==> config.mk <==
export PLATFORM = sky130hd
export DESIGN_NAME = if_fetch_stage
export DESIGN_NICKNAME = d
export VERILOG_FILES = /design/src/rtl/if_fetch_stage.sv
export SDC_FILE = /design/constraint.sdc
export NUM_CORES = 1
export LEC_CHECK = 0
export ABC_AREA = 1
export CAP_MARGIN = 10
export CORE_UTILIZATION = 65
export CTS_CLUSTER_SIZE = 30
export DETAILED_ROUTE_END_ITERATION = 10
export DONT_BUFFER_PORTS = 1
export HOLD_SLACK_MARGIN = 0.02
export PLACE_DENSITY_LB_ADDON = 0.08
export REMOVE_ABC_BUFFERS = 1
export SLEW_MARGIN = 10
export SYNTH_ARGS = -nofsm -noshare
export SYNTH_HDL_FRONTEND = slang
export SYNTH_SLANG_ARGS = --single-unit
export TNS_END_PERCENT = 30
==> constraint.sdc <==
create_clock -name clk_i -period 6.75 [get_ports clk_i]
set_input_delay 1.35 -clock clk_i [delete_from_list [all_inputs] [get_ports clk_i]]
set_output_delay 1.35 -clock clk_i [all_outputs]
set_load 0.005 [all_outputs]
==> src/rtl/if_fetch_stage.sv <==
// ---------------------------------------------------------------------------
// if_fetch_stage
//
// Instruction-fetch stage plus IF/ID pipeline register of the 5-stage CPU.
// Owns the PC, fetches from a variable-latency instruction memory over a
// req/ack handshake, honours the hazard unit's PCwrite/Stall and the branch
// unit's Flush/target, and presents PC/instruction/valid to ID.
//
// Parameters:
//   PC_RESET      PC value loaded on reset
//   IMEM_TIMEOUT  max wait cycles for imem_ack_i before fetch_err_o (2..255)
//
// Ports:
//   clk_i, rst_i            clock (rising edge), async active-low reset
//   start_i                 begin fetching (sampled only in IDLE)
//   PCwrite_i, Stall_i      hazard unit: 0 = hold PC / 1 = hold IF/ID
//   Flush_i, BranchTarget_i branch taken in ID: squash IF/ID, redirect PC
//   imem_req_o, imem_addr_o instruction memory request and word address
//   imem_ack_i, imem_data_i fetch complete, fetched instruction
//   IFID_PC_o, IFID_Instr_o, IFID_Valid_o   IF/ID register contents
//   fetch_err_o             sticky ack-timeout error
//
// Optional build macro FETCH_STATS_EN adds fetch_count_o / flush_count_o.
// ---------------------------------------------------------------------------
`timescale 1ns/1ps

module if_fetch_stage #(
  parameter logic [31:0] PC_RESET     = 32'h0000_0000,
  parameter int          IMEM_TIMEOUT = 16
) (
  input  logic        clk_i,
  input  logic        rst_i,
  input  logic        start_i,
  input  logic        PCwrite_i,
  input  logic        Stall_i,
  input  logic        Flush_i,
  input  logic [31:0] BranchTarget_i,
  output logic        imem_req_o,
  output logic [31:0] imem_addr_o,
  input  logic        imem_ack_i,
  input  logic [31:0] imem_data_i,
  output logic [31:0] IFID_PC_o,
  output logic [31:0] IFID_Instr_o,
  output logic        IFID_Valid_o,
  output logic        fetch_err_o
`ifdef FETCH_STATS_EN
  ,
  output logic [31:0] fetch_count_o,
  output logic [31:0] flush_count_o
`endif
);

  typedef enum logic [2:0] {
    IDLE  = 3'd0,
    REQ   = 3'd1,
    HOLD  = 3'd2,
    DRAIN = 3'd3,
    ERR   = 3'd4
  } state_t;

  localparam logic [7:0] TO_LAST = 8'(IMEM_TIMEOUT - 1);

  function automatic logic [31:0] word_align(input logic [31:0] a);
    return a & ~32'h0000_0003;
  endfunction

  function automatic logic [31:0] pc_inc(input logic [31:0] a);
    return a + 32'd4;
  endfunction

  function automatic logic [7:0] sat_inc(input logic [7:0] c);
    return (c == 8'hFF) ? c : c + 8'd1;
  endfunction

  state_t      state, state_d;
  logic [31:0] pc_p0, pc_d;
  logic [31:0] drain_addr_p0, drain_addr_d;
  logic [7:0]  wait_cnt, wait_d;
  logic        err_q, err_d;

  logic [31:0] buf_pc_p0, buf_pc_d;
  logic [31:0] buf_instr_p0, buf_instr_d;
  logic        buf_vld_p0, buf_vld_d;

  logic [31:0] ifid_pc_p1, ifid_pc_d;
  logic [31:0] ifid_instr_p1, ifid_instr_d;
  logic        vld_p1, vld_d;

  logic        hold;
  logic        ack;
  logic        timeout_hit;
  logic        load_vld;
  logic        flush_acc;

  assign hold        = Stall_i | ~PCwrite_i;
  assign imem_req_o  = (state == REQ) || (state == DRAIN);
  // Acks outside an active request are meaningless and dropped here.
  assign ack         = imem_ack_i & imem_req_o;
  assign timeout_hit = (wait_cnt == TO_LAST);
  // DRAIN keeps presenting the address of the request still in flight,
  // even though pc_p0 already points at the branch target.
  assign imem_addr_o = (state == DRAIN) ? drain_addr_p0 : word_align(pc_p0);

  assign IFID_PC_o    = ifid_pc_p1;
  assign IFID_Instr_o = ifid_instr_p1;
  assign IFID_Valid_o = vld_p1;
  assign fetch_err_o  = err_q;

  always_comb begin
    state_d      = state;
    pc_d         = pc_p0;
    drain_addr_d = drain_addr_p0;
    wait_d       = wait_cnt;
    err_d        = err_q;
    buf_pc_d     = buf_pc_p0;
    buf_instr_d  = buf_instr_p0;
    buf_vld_d    = buf_vld_p0;
    ifid_pc_d    = ifid_pc_p1;
    ifid_instr_d = ifid_instr_p1;
    vld_d        = vld_p1;
    load_vld     = 1'b0;
    flush_acc    = 1'b0;

    unique case (state)
      IDLE: begin
        if (start_i) begin
          state_d = REQ;
          wait_d  = 8'd0;
        end
      end

      REQ: begin
        if (Flush_i) begin
          // Flush beats both hold and a same-cycle ack.
          flush_acc    = 1'b1;
          vld_d        = 1'b0;
          ifid_instr_d = 32'h0;
          pc_d         = word_align(BranchTarget_i);
          buf_vld_d    = 1'b0;
          wait_d       = 8'd0;
          if (!ack) begin
            drain_addr_d = word_align(pc_p0);
            state_d      = DRAIN;
          end
        end else if (ack) begin
          wait_d = 8'd0;
          if (!hold) begin
            ifid_pc_d    = pc_p0;
            ifid_instr_d = imem_data_i;
            vld_d        = 1'b1;
            load_vld     = 1'b1;
            pc_d         = pc_inc(pc_p0);
          end else begin
            buf_pc_d    = pc_p0;
            buf_instr_d = imem_data_i;
            buf_vld_d   = 1'b1;
            state_d     = HOLD;
          end
        end else if (timeout_hit) begin
          err_d        = 1'b1;
          vld_d        = 1'b0;
          ifid_instr_d = 32'h0;
          state_d      = ERR;
        end else begin
          wait_d = sat_inc(wait_cnt);
          if (!hold) begin
            vld_d        = 1'b0;
            ifid_instr_d = 32'h0;
          end
        end
      end

      HOLD: begin
        if (Flush_i) begin
          flush_acc    = 1'b1;
          vld_d        = 1'b0;
          ifid_instr_d = 32'h0;
          pc_d         = word_align(BranchTarget_i);
          buf_vld_d    = 1'b0;
          wait_d       = 8'd0;
          state_d      = REQ;
        end else if (!hold) begin
          ifid_pc_d    = buf_pc_p0;
          ifid_instr_d = buf_instr_p0;
          vld_d        = buf_vld_p0;
          load_vld     = buf_vld_p0;
          pc_d         = pc_inc(pc_p0);
          buf_vld_d    = 1'b0;
          state_d      = REQ;
        end
      end

      DRAIN: begin
        if (Flush_i) begin
          // A second redirect while still draining: retarget, keep draining.
          flush_acc    = 1'b1;
          vld_d        = 1'b0;
          ifid_instr_d = 32'h0;
          pc_d         = word_align(BranchTarget_i);
          buf_vld_d    = 1'b0;
          wait_d       = 8'd0;
          if (ack) begin
            state_d = REQ;
          end
        end else if (ack) begin
          // Stale word from the squashed path is dropped.
          wait_d  = 8'd0;
          state_d = REQ;
        end else if (timeout_hit) begin
          err_d        = 1'b1;
          vld_d        = 1'b0;
          ifid_instr_d = 32'h0;
          state_d      = ERR;
        end else begin
          wait_d = sat_inc(wait_cnt);
        end
      end

      ERR: begin
        // Frozen until reset.
      end

      default: begin
        state_d = IDLE;
      end
    endcase
  end

  // ---- IF stage / IF-ID register boundary ----
  always_ff @(posedge clk_i or negedge rst_i) begin
    if (!rst_i) begin
      state         <= IDLE;
      pc_p0         <= PC_RESET;
      drain_addr_p0 <= 32'h0;
      wait_cnt      <= 8'd0;
      err_q         <= 1'b0;
      buf_vld_p0    <= 1'b0;
      ifid_pc_p1    <= 32'h0;
      ifid_instr_p1 <= 32'h0;
      vld_p1        <= 1'b0;
    end else begin
      state         <= state_d;
      pc_p0         <= pc_d;
      drain_addr_p0 <= drain_addr_d;
      wait_cnt      <= wait_d;
      err_q         <= err_d;
      buf_vld_p0    <= buf_vld_d;
      ifid_pc_p1    <= ifid_pc_d;
      ifid_instr_p1 <= ifid_instr_d;
      vld_p1        <= vld_d;
    end
  end

  // Hold-buffer payload is qualified by buf_vld_p0 and needs no reset.
  always_ff @(posedge clk_i) begin
    buf_pc_p0    <= buf_pc_d;
    buf_instr_p0 <= buf_instr_d;
  end

`ifdef FETCH_STATS_EN
  logic [31:0] fetch_cnt_q;
  logic [31:0] flush_cnt_q;

  always_ff @(posedge clk_i or negedge rst_i) begin
    if (!rst_i) begin
      fetch_cnt_q <= 32'h0;
      flush_cnt_q <= 32'h0;
    end else begin
      if (load_vld) begin
        fetch_cnt_q <= fetch_cnt_q + 32'd1;
      end
      if (flush_acc) begin
        flush_cnt_q <= flush_cnt_q + 32'd1;
      end
    end
  end

  assign fetch_count_o = fetch_cnt_q;
  assign flush_count_o = flush_cnt_q;
`else
  // Strobes exist for the statistics build only.
  logic stats_unused;
  assign stats_unused = load_vld ^ flush_acc;
`endif

endmodule
### Logic cells by family

Bar = 20 um.
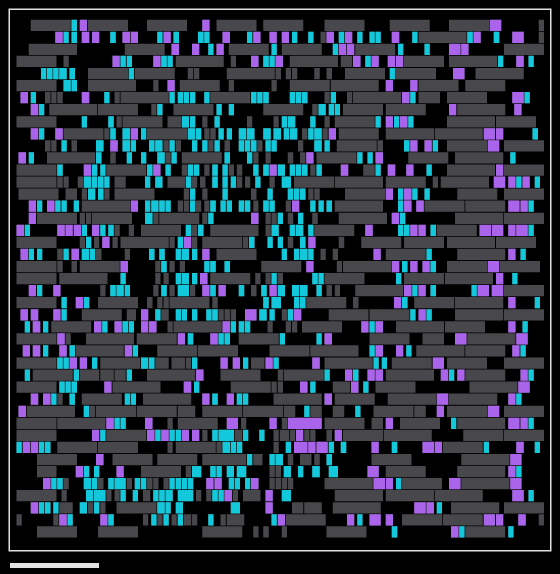
Key: cyan = nand cells [cells 422, most used nand2_1, where all over the die]; purple = aoi and oai cells [cells 236, most used o21ai_0, where all over the die]

### Register map, names as in the netlist

Bar = 20 um.
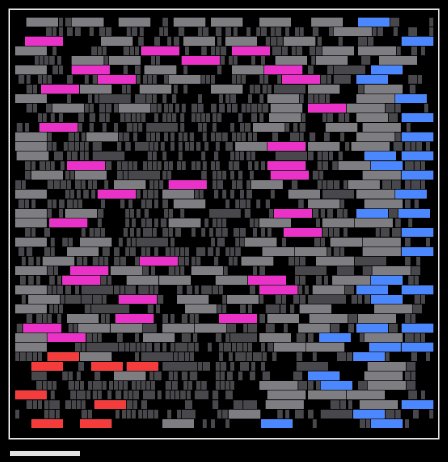
Key: blue = IFID_Instr_o [sequential cells 32, where a vertical strip on the right]; magenta = buf_pc_p0 [sequential cells 30]; red = wait_cnt [sequential cells 8, where south-west]
Another 128 sequential cells are not coloured.

==> impl_metrics.py <==
# Physical implementation metrics
metrics = {
    "placed_design": {
        "post_dp_cell_area_mm2": 0.00935,
        "gp_congestion": 0.898,
        "dp_cells": 1243,
        "pre_cts_ws_ns": 3.22,
        "io_buffers": 0,
        "dp_hpwl_mm": 13.6,
    },
    "clocking": {
        "post_cts_buffers": 0,
        "cts.sinks": 198,
        "cts_max_level": 4,
        "clk_latency_ns": 0.43,
        "numCtsBuffers": 17,
        "cts_tree": "done",
        "clk_pin_slew_ns": 0.07,
        "cts-root-buf": "clkbuf_16",
        "cts_resized": 0,
    },
    "sta": {
        "setup_slack_ns": 2.83,
        "post-route-min-period_ns": 3.92,
        "timing.final.crit_share": 0.580,
        "worst_pin_slew_ns": 1.06,
        "fin_tns_setup_ns": 0,
        "rsz0062_at_grt": "false",
        "max_freq_mhz": 255,
        "setup_viol": 0,
        "fin_skew_ns": 0.00981,
        "hold-worst-slack_ns": 0.487,
    },
    "drt": {
        "routed_wl_mm": 20.9,
        "via_count": 7265,
        "drc": 0,
        "drtPass1Iterations": 5,
        "first_iter_violations": 580,
        "met1_length_mm": 9.45,
        "ant_nets": 0,
        "top_layer": "met4",
        "wl_per_cell_um": 16.3,
        "viasPerCell": 5.69,
    },
    "final_layout": {
        "drive_above_1_share": 0.0520,
        "fin_nets": 1156,
        "n_antenna_cell": 0,
        "final_cells": 1276,
        "synthToLayoutAreaGrowth_pct": 6.95,
        "fin_area_mm2": 0.00997,
        "lay_top_count": "nand2_1",
        "final_util": 0.716,
    },
    "logic_synthesis": {
        "post-synth-top-count-cell": "nand2_1",
        "ys_types": 33,
        "syn_area_mm2": 0.00932,
        "async_flop_share": 0.687,
        "common_cells": "364 x nand2_1, 146 x o21ai_0, 136 x dfrtp_1",
        "ff_type": "dfrtp_1",
        "syn_avg_cell_area_um2": 8.42,
        "synth_seq_share": 0.565,
        "synth.area.top_cells": "dfrtp_1 37%, edfxtp_1 20%, nand2_1 15%",
        "ys.flops": 198,
        "synth-edff-count": 62,
        "ys_cells": 1108,
    },
    "status": {
        "status": "complete, no violations",
    },
    "worst_setup_path": {
        "crit_arrival_ns": 2.57,
        "cp-end-kind": "output port",
        "critPathMaxFanout": 40,
        "worst-setup-path-type": "reg -> out",
        "crit_required_ns": 5.40,
    },
    "die": {
        "pin_count": 170,
        "initial_utilization": 0.669,
        "die_h_um": 122,
        "die-area_mm2": 0.0148,
        "num_rows": 43,
        "die-width_um": 122,
        "design.core.area_mm2": 0.0139,
    },
    "grt": {
        "grt_pass1_wl_mm": 33.0,
        "met1_usage": 0.406,
        "use_met2": 0.443,
        "met3_usage": 0.0716,
        "grt_start_max_net_pins": 137,
        "track_usage": 0.289,
        "first_global_vias": 6478,
        "top_usage_layer": "met2",
    },
    "min_path": {
        "worstHoldPathType": "reg -> reg",
    },
    "pwr": {
        "vdd_drop_max_uv": 272,
        "pwr_density_cell_mw_per_mm2": 439,
        "finalPower_mw": 4.38,
    },
    "run": {
        "drv_cap": 0,
    },
}
### Routed metal, one colour a layer

Two of the layers only.
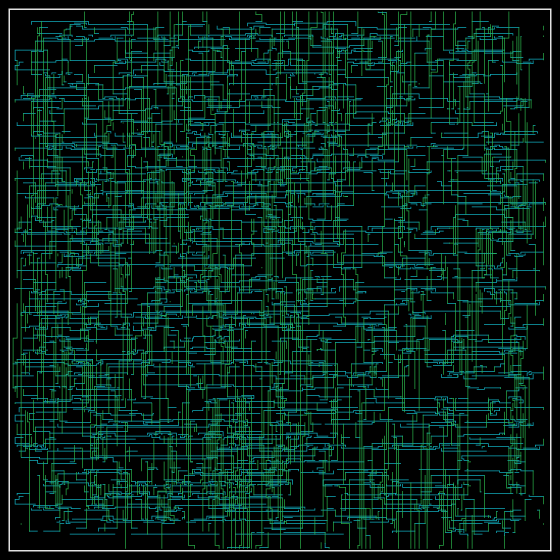
Key: green = metal 2 [wire length 9450 um]; cyan = metal 1 [wire length 9450 um]

[worst max-delay path, stage by stage (launching register included)]
cell,delay [ns]
dfrtp_1,0.52
inv_2,0.10
nand3_1,0.15
clkinv_1,0.46
buf_4,0.46
o21ai_0,0.43
[cell families after synthesis]
logic type,after synthesis,share of synthesized area
AND-OR/OR-AND,236,0.137
XOR/XNOR,4,0.00376
adder cells (fa/ha/maj),2,0.00268
buffers and inverters,124,0.0589
flip-flops,198,0.565
other,1,0.000402
AND/OR/NAND/NOR,543,0.232
[path summary, 6_finish.rpt]
kind	slack [ns]	to	start	depth (start not counted)
hold / removal	0.49	drain_addr_p0[26]	drain_addr_p0[26]	2
hold reg to reg	0.49	drain_addr_p0[26]	drain_addr_p0[26]	2
setup reg to reg	4.05	buf_pc_p0[17]	state[2]	6
setup / recovery	2.83	imem_addr_o[13]	state[2]	5
min in group asynchronous	0.61	IFID_Instr_o[16]	rst_i	0
max in group asynchronous	5.90	drain_addr_p0[29]	rst_i	0
[sequential cells by signal, summed over array words and instances (netlist names), 3 cells and up]
register and flops:
drain_addr_p0 30, state 3, pc_p0 30, IFID_PC_o 30, buf_pc_p0 30, buf_instr_p0 32, wait_cnt 8, IFID_Instr_o 32
[power breakdown]
group / total (mW) / internal (mW) / switching (mW)
registers: 1.96 / 1.64 / 0.318
clock network: 1.02 / 0.573 / 0.446
logic: 1.40 / 0.418 / 0.978
total: 4.38 / 2.63 / 1.74
[final cells by class]
class	instances	area, um^2
Inverter	69	259
Clock inverter	11	138
Multi-Input combinational cell	789	3540
Tap cell	180	225
Fill cell	1139	3960
Clock buffer	21	460
Sequential cell	198	5270
Timing Repair Buffer	8	80.1
Power and IR drop assume default switching activity.
